### Routing congestion map

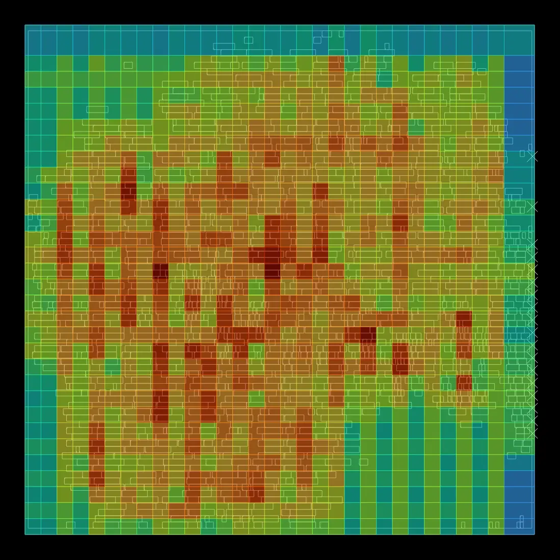
### Signal wires on met2

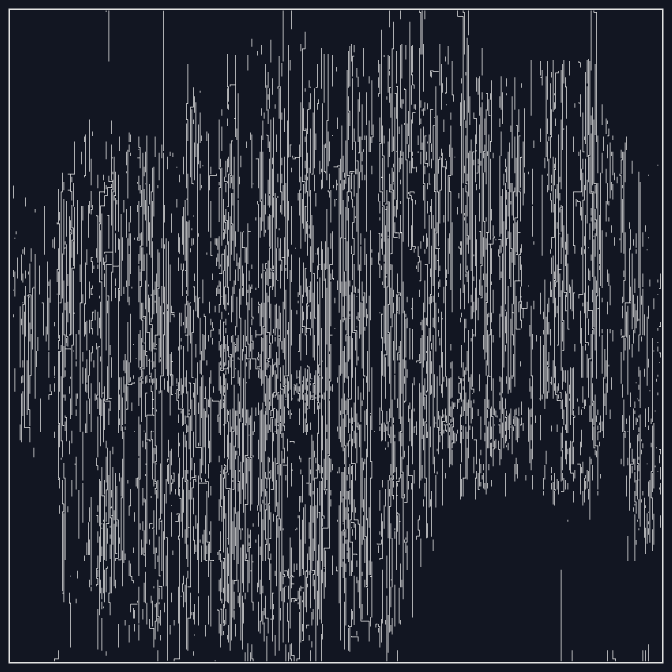
### Gate families picked out

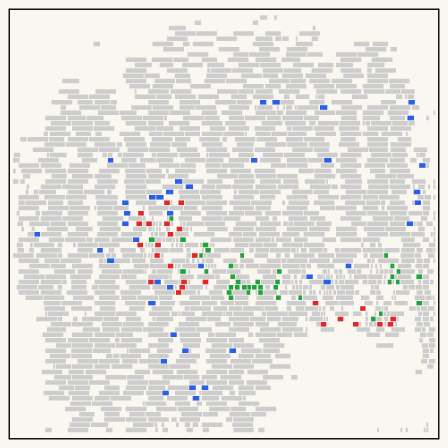
### Cell area per tile

The die is cut into 22 by 22 equal tiles; white is low, dark blue is high, 0 to 100% covered.
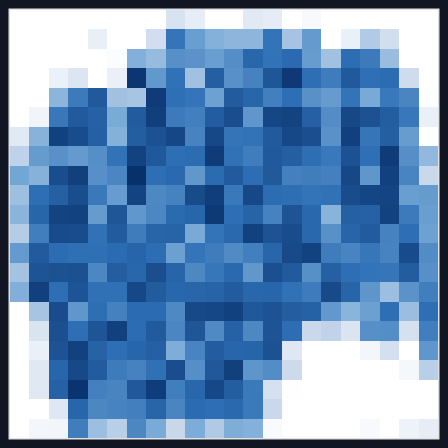
--- src/rtl/vga_bus_responder.sv ---
// rtl/vga_bus_responder.sv - core-bus responder feeding the VGA framebuffer write port
//
// Purpose: decodes a 16-byte register window on the core I/O bus, queues
// PIXEL writes in a FIFO, and drains them (or a full-frame FILL) to the
// framebuffer through a valid/ready handshake.
//
// Ports:
//   clk        system clock, rising edge
//   rst        synchronous active-low reset
//   bus_addr   core bus byte address
//   bus_wdata  core bus write data
//   bus_we     one-cycle write strobe
//   bus_rdata  registered read data, 0 unless answering a read
//   fb_we      framebuffer write valid
//   fb_ready   framebuffer accepts the write this cycle
//   fb_addr    linear pixel index y*DISPLAY_WIDTH+x
//   fb_colour  RGB444 colour
module vga_bus_responder #(
    parameter int          DISPLAY_WIDTH  = 800,
    parameter int          DISPLAY_HEIGHT = 600,
    parameter logic [31:0] BASE_ADDR      = 32'h0000_8000,
    parameter int          FIFO_DEPTH     = 16
) (
    input  logic        clk,
    input  logic        rst,
    input  logic [31:0] bus_addr,
    input  logic [31:0] bus_wdata,
    input  logic        bus_we,
    output logic [31:0] bus_rdata,
    output logic        fb_we,
    input  logic        fb_ready,
    output logic [19:0] fb_addr,
    output logic [11:0] fb_colour
);

    localparam int AW = $clog2(FIFO_DEPTH);
    localparam int CW = AW + 1;
    localparam logic [31:0] TOTAL     = 32'(DISPLAY_WIDTH * DISPLAY_HEIGHT);
    localparam logic [19:0] LAST_PIX  = 20'(DISPLAY_WIDTH * DISPLAY_HEIGHT - 1);
    localparam logic [CW-1:0] DEPTH_C = CW'(FIFO_DEPTH);

    typedef enum logic [1:0] {
        S_IDLE  = 2'd0,
        S_DRAIN = 2'd1,
        S_FILL  = 2'd2
    } state_t;

    state_t        r_state;
    state_t        w_state_next;
    logic [31:0]   r_mem [FIFO_DEPTH];
    logic [AW-1:0] r_wr_ptr;
    logic [AW-1:0] r_rd_ptr;
    logic [CW-1:0] r_count;
    logic          r_overflow;
    logic          r_range_err;
    logic          r_fill_req;
    logic [11:0]   r_fill_colour;
    logic [19:0]   r_fill_cnt;
    logic [31:0]   r_rdata;

    logic        w_sel;
    logic [1:0]  w_off;
    logic        w_pix_wr;
    logic        w_st_wr;
    logic        w_fill_wr;
    logic        w_rd;
    logic        w_range_bad;
    logic        w_empty;
    logic        w_full;
    logic        w_pop;
    logic        w_push;
    logic        w_ovf_set;
    logic        w_rng_set;
    logic [31:0] w_head;
    logic [31:0] w_status;
    logic [7:0]  w_count8;
    logic        w_unused;

    assign w_sel     = (bus_addr[31:4] == BASE_ADDR[31:4]);
    assign w_off     = bus_addr[3:2];
    assign w_unused  = ^bus_addr[1:0];
    assign w_pix_wr  = w_sel && bus_we && (w_off == 2'd0);
    assign w_st_wr   = w_sel && bus_we && (w_off == 2'd1);
    assign w_fill_wr = w_sel && bus_we && (w_off == 2'd2) && (r_state != S_FILL);
    assign w_rd      = w_sel && !bus_we;

    assign w_range_bad = ({12'd0, bus_wdata[31:12]} >= TOTAL);
    assign w_empty     = (r_count == '0);
    assign w_full      = (r_count == DEPTH_C);
    assign w_pop       = (r_state == S_DRAIN) && fb_ready;
    // A full FIFO still takes a push when the head leaves in the same cycle.
    assign w_push      = w_pix_wr && !w_range_bad && (!w_full || w_pop);
    assign w_ovf_set   = w_pix_wr && !w_range_bad && w_full && !w_pop;
    assign w_rng_set   = w_pix_wr && w_range_bad;
    assign w_head      = r_mem[r_rd_ptr];

    assign w_count8 = 8'(r_count);
    assign w_status = {16'd0, w_count8, 3'd0, r_range_err, (r_state != S_IDLE),
                       r_overflow, w_full, w_empty};

    assign bus_rdata = r_rdata;

    always_comb begin
        w_state_next = r_state;
        fb_we        = 1'b0;
        fb_addr      = '0;
        fb_colour    = '0;
        case (r_state)
            S_IDLE: begin
                if (r_fill_req) begin
                    w_state_next = S_FILL;
                end else if (!w_empty) begin
                    w_state_next = S_DRAIN;
                end
            end
            S_DRAIN: begin
                fb_we     = 1'b1;
                fb_addr   = w_head[31:12];
                fb_colour = w_head[11:0];
                // Leave only on a completed handshake so fb_we never drops mid-transfer.
                if (fb_ready && (r_fill_req || (r_count == CW'(1) && !w_push))) begin
                    w_state_next = S_IDLE;
                end
            end
            S_FILL: begin
                fb_we     = 1'b1;
                fb_addr   = r_fill_cnt;
                fb_colour = r_fill_colour;
                if (fb_ready && (r_fill_cnt == LAST_PIX)) begin
                    w_state_next = S_IDLE;
                end
            end
            default: w_state_next = S_IDLE;
        endcase
    end

    always_ff @(posedge clk) begin
        if (w_push) begin
            r_mem[r_wr_ptr] <= bus_wdata;
        end
    end

    always_ff @(posedge clk) begin
        if (!rst) begin
            r_state       <= S_IDLE;
            r_wr_ptr      <= '0;
            r_rd_ptr      <= '0;
            r_count       <= '0;
            r_overflow    <= 1'b0;
            r_range_err   <= 1'b0;
            r_fill_req    <= 1'b0;
            r_fill_colour <= '0;
            r_fill_cnt    <= '0;
            r_rdata       <= '0;
        end else begin
            r_state <= w_state_next;

            if (w_push) begin
                r_wr_ptr <= r_wr_ptr + AW'(1);
            end
            if (w_pop) begin
                r_rd_ptr <= r_rd_ptr + AW'(1);
            end
            if (w_push && !w_pop) begin
                r_count <= r_count + CW'(1);
            end else if (w_pop && !w_push) begin
                r_count <= r_count - CW'(1);
            end

            // A new error event wins over a clear in the same cycle.
            r_overflow  <= w_ovf_set | (r_overflow & ~(w_st_wr & bus_wdata[2]));
            r_range_err <= w_rng_set | (r_range_err & ~(w_st_wr & bus_wdata[4]));

            if (r_state == S_IDLE && r_fill_req) begin
                r_fill_req <= 1'b0;
            end
            if (w_fill_wr) begin
                r_fill_req    <= 1'b1;
                r_fill_colour <= bus_wdata[11:0];
            end

            if (r_state == S_IDLE && w_state_next == S_FILL) begin
                r_fill_cnt <= '0;
            end else if (r_state == S_FILL && fb_ready) begin
                r_fill_cnt <= (r_fill_cnt == LAST_PIX) ? 20'd0 : r_fill_cnt + 20'd1;
            end

            if (w_rd && w_off == 2'd1) begin
                r_rdata <= w_status;
            end else begin
                r_rdata <= '0;
            end
        end
    end

endmodule
--- config.mk ---
export PLATFORM = sky130hd
export DESIGN_NAME = vga_bus_responder
export DESIGN_NICKNAME = d
export VERILOG_FILES = /design/src/rtl/vga_bus_responder.sv
export SDC_FILE = /design/constraint.sdc
export NUM_CORES = 1
export LEC_CHECK = 0
export CAP_MARGIN = 20
export CORE_UTILIZATION = 48
export DETAILED_ROUTE_END_ITERATION = 8
export GPL_ROUTABILITY_DRIVEN = 0
export PLACE_DENSITY = 0.73
export SETUP_SLACK_MARGIN = 0.02
export SYNTH_ARGS = -nofsm -noshare
export SYNTH_HDL_FRONTEND = slang
export SYNTH_SLANG_ARGS = --single-unit
--- constraint.sdc ---
create_clock -name clk -period 4.5 [get_ports clk]
set_input_delay 1.35 -clock clk [delete_from_list [all_inputs] [get_ports clk]]
set_output_delay 1.35 -clock clk [all_outputs]
set_load 0.02 [all_outputs]
==> results.sh <==
# source this file to load flow results
export IMPL_drt_drc_violations_left=18
export IMPL_outcome="finished with violations"
export IMPL_worstPathRequired_ns=3.15
export IMPL_root_buf_cell="clkbuf_16"
export IMPL_failing_checks="DRC, setup timing"
export IMPL_number_of_distinct_library_cells_after_synthesis=56
export IMPL_die_w_um=220
export IMPL_number_of_sinks_on_the_clock_net=576
export IMPL_crit_top_cell="mux4_2"
export IMPL_chipHeight_um=220
export IMPL_hold_path_cell_count=2
export IMPL_detailed_place_hpwl_um=31000
export IMPL_final_setup_viol_count=1
export IMPL_setup_ws_ns=-0.0101
export IMPL_nNetsFinal=1417
export IMPL_place_inst=1864
export IMPL_power_total_mw=10.5
export IMPL_inverters=14
export IMPL_hold_path_sink="r_fill_colour[6]"
export IMPL_antenna_cells_inserted=0
export IMPL_slowest_stage="mux4_2"
export IMPL_cts_htree_levels=2
export IMPL_endpoint_kind="output pin"
export IMPL_cts_made_buffers=55
export IMPL_dominant_cell_class="sequential cells"
export IMPL_maximum_vdd_ir_drop_v=0.000394
export IMPL_synth_cells_yosys=1124
export IMPL_first_pass_grt_wire_length_um=78500
export IMPL_io_pins=133
export IMPL_timing_hold_ws_ns=0.490
export IMPL_cpLargestDelayFamily="multiplexers"
export IMPL_antenna_violating_nets_post_route=0
export IMPL_grt_setup_unrepaired="true"
export IMPL_grt_pass1_vias=11900
export IMPL_worstPathCellList="bufbuf_16, mux4_2, mux4_2, a32o_1, dlygate4sd2_1"
export IMPL_tritoncts="yes"
## Picture notes: 'Routing congestion map'
global routing usage on met3: 0.0501
Tot GR Track Use: 0.228
utilization after layout: 0.588
global-route layer with the greatest usage: met2

## Picture notes: 'Signal wires on met2'
wire length on this layer	26.5 mm
main direction	vertical
longest straight run	72.1 um

## Picture notes: 'Gate families picked out'
family	color	cells	most used
XOR/XNOR gates	red	26	xnor2_1
AND and OR gates	green	38	and3_2
AND-OR and OR-AND gates	blue	40	a32o_1
most frequent logic cell in the layout: edfxtp_1
multi-input gate share of the layout cell area: 0.211
Cell Count, Final, Fillers Out: 1,987

## Picture notes: 'Cell area per tile'
emptiest ninth of the die	south-east
fullest tile	100%
nearly empty tiles	17%
tiles over 75% full	36%
mean over tiles	55%
initial core utilization: 0.488
core outline area: 46,800 um^2

## kinds of logic (layout without fill, tap and decap cells)
logic type | after synthesis | count (layout) | share of synthesized area
adder cells (fa/ha/maj) | 15 | 15 | 0.00822
AND-OR/OR-AND | 73 | 73 | 0.0261
AND/OR/NAND/NOR | 170 | 170 | 0.0405
other | 1 | 22 | 0.000164
buffers and inverters | 91 | 326 | 0.0221
XOR/XNOR | 26 | 26 | 0.00997
flip-flops | 576 | 576 | 0.729
multiplexers | 172 | 172 | 0.163
## report_power, final
| part | internal (mW) | switching, mW |
|---|---|---|
| Combinational | 0.0646 | 0.116 |
| Clock | 2.53 | 1.96 |
| Sequential | 5.81 | 0.0000252 |
| Total | 8.41 | 2.08 |
